<file path="src/rtl/npu_pkg.sv">
// npu_pkg: shared FSM state type, FP16 field constants and default widths for the
// NPU datapath blocks.
package npu_pkg;

    // Default buffer / element / dimension widths.
    localparam int unsigned DEF_ADDR_W = 14;
    localparam int unsigned DEF_DATA_W = 16;
    localparam int unsigned DEF_DIM_W  = 10;

    // IEEE-754 binary16 constants.
    localparam logic [4:0]  EXP_MAX  = 5'h1F;
    localparam logic [15:0] POS_ZERO = 16'h0000;
    localparam logic [15:0] NEG_ZERO = 16'h8000;

    // Activation pass sequencer states.
    typedef enum logic [1:0] {
        StIdle,
        StPrime,
        StRun,
        StFinish
    } act_state_t;

endpackage

</file>
<file path="src/rtl/fp16_relu.sv">
// fp16_relu: combinational FP16 ReLU. With LEAKY_RELU_EN defined, negative finite
// inputs are scaled by 2^-k (exponent decrement) instead of being flushed to zero.
module fp16_relu
    import npu_pkg::*;
(
    input  logic [15:0] x,
`ifdef LEAKY_RELU_EN
    input  logic [3:0]  k,
`endif
    output logic [15:0] y
);

    logic       sign;
    logic [4:0] expo;
    logic [9:0] mant;

    assign sign = x[15];
    assign expo = x[14:10];
    assign mant = x[9:0];

    // Classify the input and select the activated value.
    always_comb begin
        y = x;
        if (expo == EXP_MAX && mant != 10'd0) begin
            // NaN of either sign passes unchanged.
            y = x;
        end else if (!sign) begin
            // Positive: subnormals (and +0) flush to +0, everything else passes.
            y = (expo == 5'd0) ? POS_ZERO : x;
        end else begin
`ifdef LEAKY_RELU_EN
            if (k == 4'd0) begin
                y = POS_ZERO;
            end else if (expo == EXP_MAX) begin
                y = x;
            end else if (expo <= {1'b0, k}) begin
                // Scaled value would underflow the normal range.
                y = NEG_ZERO;
            end else begin
                y = {1'b1, expo - {1'b0, k}, mant};
            end
`else
            y = POS_ZERO;
`endif
        end
    end

endmodule

</file>
<file path="src/rtl/matrix_activation.sv">
// matrix_activation: streams row_size*col_size FP16 elements from a source buffer
// through fp16_relu into a destination buffer at one element per cycle.
// Optional macro LEAKY_RELU_EN adds the leak_shift input (leaky ReLU slope 2^-k).
module matrix_activation
    import npu_pkg::*;
#(
    parameter int unsigned ADDR_W = DEF_ADDR_W,
    parameter int unsigned DATA_W = DEF_DATA_W,
    parameter int unsigned DIM_W  = DEF_DIM_W
) (
    input  logic              clk,
    input  logic              reset,
    input  logic              start,
    output logic              done,
    input  logic [ADDR_W-1:0] src_start_address,
    output logic [ADDR_W-1:0] src_address,
    input  logic [DATA_W-1:0] src_readdata,
    input  logic [DIM_W-1:0]  row_size,
    input  logic [DIM_W-1:0]  col_size,
    input  logic [ADDR_W-1:0] dest_start_address,
    output logic [ADDR_W-1:0] dest_address,
    output logic [DATA_W-1:0] dest_writedata,
    output logic              dest_write_en
`ifdef LEAKY_RELU_EN
    ,
    input  logic [3:0]        leak_shift
`endif
);

    localparam logic [ADDR_W-1:0]  ADDR_ONE = ADDR_W'(1);
    localparam logic [2*DIM_W-1:0] CNT_ONE  = (2 * DIM_W)'(1);

    act_state_t         state_q;
    logic [ADDR_W-1:0]  dest_base_q;
    logic [2*DIM_W-1:0] total_q;
    logic [2*DIM_W-1:0] idx_q;      // index of the next element to be written
    logic [2*DIM_W-1:0] row_ext;
    logic [2*DIM_W-1:0] col_ext;
    logic [2*DIM_W-1:0] total_in;
    logic [DATA_W-1:0]  act;

    assign row_ext  = {{DIM_W{1'b0}}, row_size};
    assign col_ext  = {{DIM_W{1'b0}}, col_size};
    assign total_in = row_ext * col_ext;

    fp16_relu u_relu (
        .x (src_readdata),
`ifdef LEAKY_RELU_EN
        .k (leak_shift),
`endif
        .y (act)
    );

    // Pass sequencer; every output is registered. Read address runs two elements
    // ahead of the write being presented, so in-place passes never read stale data.
    always_ff @(posedge clk) begin
        if (reset) begin
            state_q        <= StIdle;
            done           <= 1'b1;
            dest_write_en  <= 1'b0;
            src_address    <= src_start_address;
            dest_address   <= dest_start_address;
            dest_writedata <= '0;
            dest_base_q    <= '0;
            total_q        <= '0;
            idx_q          <= '0;
        end else begin
            unique case (state_q)
                StIdle: begin
                    dest_write_en <= 1'b0;
                    dest_address  <= dest_start_address;
                    if (start) begin
                        dest_base_q <= dest_start_address;
                        total_q     <= total_in;
                        idx_q       <= '0;
                        done        <= 1'b0;
                        src_address <= src_start_address + ADDR_ONE;
                        state_q     <= (total_in == '0) ? StFinish : StPrime;
                    end else begin
                        done        <= 1'b1;
                        src_address <= src_start_address;
                    end
                end
                StPrime: begin
                    // Data for element 0 is on src_readdata now.
                    src_address    <= src_address + ADDR_ONE;
                    dest_write_en  <= 1'b1;
                    dest_address   <= dest_base_q;
                    dest_writedata <= act;
                    idx_q          <= CNT_ONE;
                    state_q        <= StRun;
                end
                StRun: begin
                    src_address <= src_address + ADDR_ONE;
                    if (idx_q == total_q) begin
                        dest_write_en <= 1'b0;
                        done          <= 1'b1;
                        state_q       <= StFinish;
                    end else begin
                        dest_write_en  <= 1'b1;
                        dest_address   <= dest_address + ADDR_ONE;
                        dest_writedata <= act;
                        idx_q          <= idx_q + CNT_ONE;
                    end
                end
                StFinish: begin
                    // done is raised by the last RUN cycle, or by IDLE on the
                    // zero-size path.
                    dest_write_en <= 1'b0;
                    src_address   <= src_start_address;
                    state_q       <= StIdle;
                end
            endcase
        end
    end

endmodule

</file>
<file path="config.mk">
export PLATFORM = sky130hd
export DESIGN_NAME = matrix_activation
export DESIGN_NICKNAME = d
export VERILOG_FILES = /design/src/rtl/npu_pkg.sv /design/src/rtl/fp16_relu.sv /design/src/rtl/matrix_activation.sv
export SDC_FILE = /design/constraint.sdc
export NUM_CORES = 1
export LEC_CHECK = 0
export CAP_MARGIN = 20
export CORE_AREA = 2 2 143 145
export CTS_CLUSTER_DIAMETER = 150
export DETAILED_ROUTE_END_ITERATION = 10
export DIE_AREA = 0 0 145 147
export GPL_ROUTABILITY_DRIVEN = 0
export PLACE_DENSITY = 0.66
export SYNTH_ARGS = -nofsm -noshare
export SYNTH_HDL_FRONTEND = slang
export SYNTH_HIERARCHICAL = 1
export SYNTH_SLANG_ARGS = --single-unit
export TNS_END_PERCENT = 20
</file>
<file path="constraint.sdc">
create_clock -name clk -period 11.1 [get_ports clk]
set_input_delay 2.775 -clock clk [delete_from_list [all_inputs] [get_ports clk]]
set_output_delay 2.775 -clock clk [all_outputs]
set_load 0.01 [all_outputs]
</file>
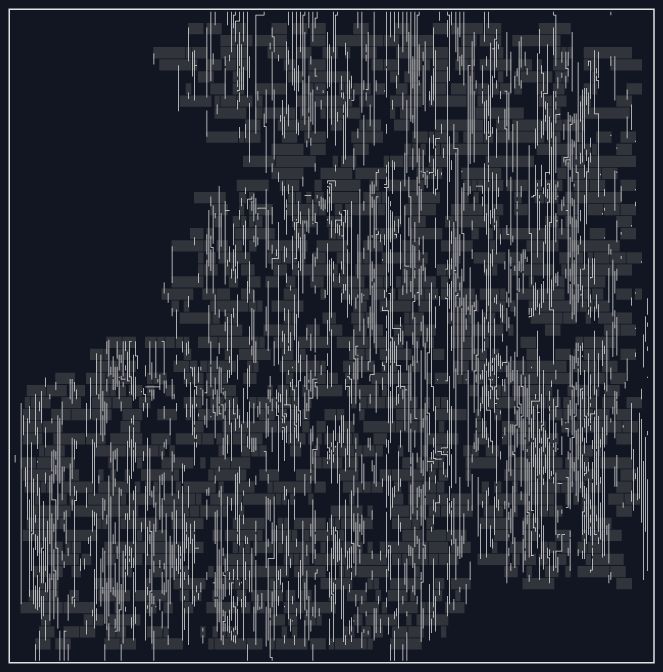
**Above:** signal wires on met2.
share of all routed wire: 48%
nets with wire on the layer: 1,107
main direction: vertical
Vias: 7,556
DRT Wirelength: 21,200 um

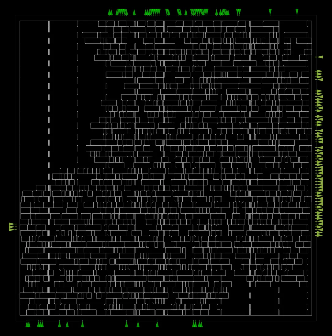
**Above:** placement view.
seq_cells: 102
fin cells: 1,406
cell row count: 52

==> impl_metrics.ini <==
; yosys + openroad results
[outcome]
status = finished clean

[yosys]
syn_area_per_cell_um2 = 8.32
synth.area.mux_share_pct = 2.80
syn_area_um2 = 8810
synth_seq_share_pct = 24.8
synth-seq-cells = 102
yosysTopAreaCell = dfxtp_1
postSynthCellCount = 1059

[setup_path]
crit_family = adder cells
cp_slowest_stage_delay_ps = 690
arrival_ps = 8700

[floorplan]
dieArea_um2 = 21300
initial_core_util_pct = 44.4

[pwr]
maxPowerGroup = combinational logic
power.leakage_nw = 4.38

[final_layout]
n_all_buffers = 115
dominant_cells = multi-input combinational cells
buf_share_pct = 11.0
syn_to_final_growth_pct = 17.7
nets = 1324

[global_routing]
grt-busiest-layer = met2

[final_timing]
hold_viol_final = 0
skew_ps = 15.2
finalWorstSetupSlack_ps = 2670
finalClockPeriodUsage_pct = 76.0

[placed_design]
port_buffers = 112

[clock_network]
post_cts_buffers = 0
clock-root-buffer = clkbuf_16
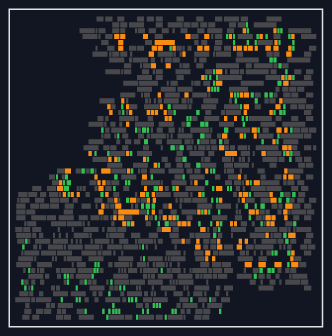
**Above:** gate-type map.
[inverting AOI/OAI gates] orange | cells: 174 | most used: a21oi_1
[NAND gates] green | cells: 202 | most used: nand2_1 | where: all over the die
Top cell excl fill/tap: nand2_1
fraction of area in multi-input gates: 58.4%

## state kept, by name, summed over array words and instances (netlist names)
register / count
dest_address: 14
dest_base_q: 14
dest_write_en: 1
dest_writedata: 16
done: 1
idx_q: 20
src_address: 14
state_q: 2
total_q: 20
## final timing paths
| path | start | endpoint | slack, ps | depth (start not counted) |
|---|---|---|---|---|
| worst max-delay path | row_size[5] | state_q[1]$_SDFFE_PP0P_ | 2670 | 20 |
| worst min-delay path | dest_base_q[6]$_SDFFE_PP0P_ | dest_base_q[6]$_SDFFE_PP0P_ | 460 | 2 |
| worst max register to register | state_q[1]$_SDFFE_PP0P_ | state_q[1]$_SDFFE_PP0P_ | 7610 | 10 |
| worst min register to register | dest_base_q[6]$_SDFFE_PP0P_ | dest_base_q[6]$_SDFFE_PP0P_ | 460 | 2 |
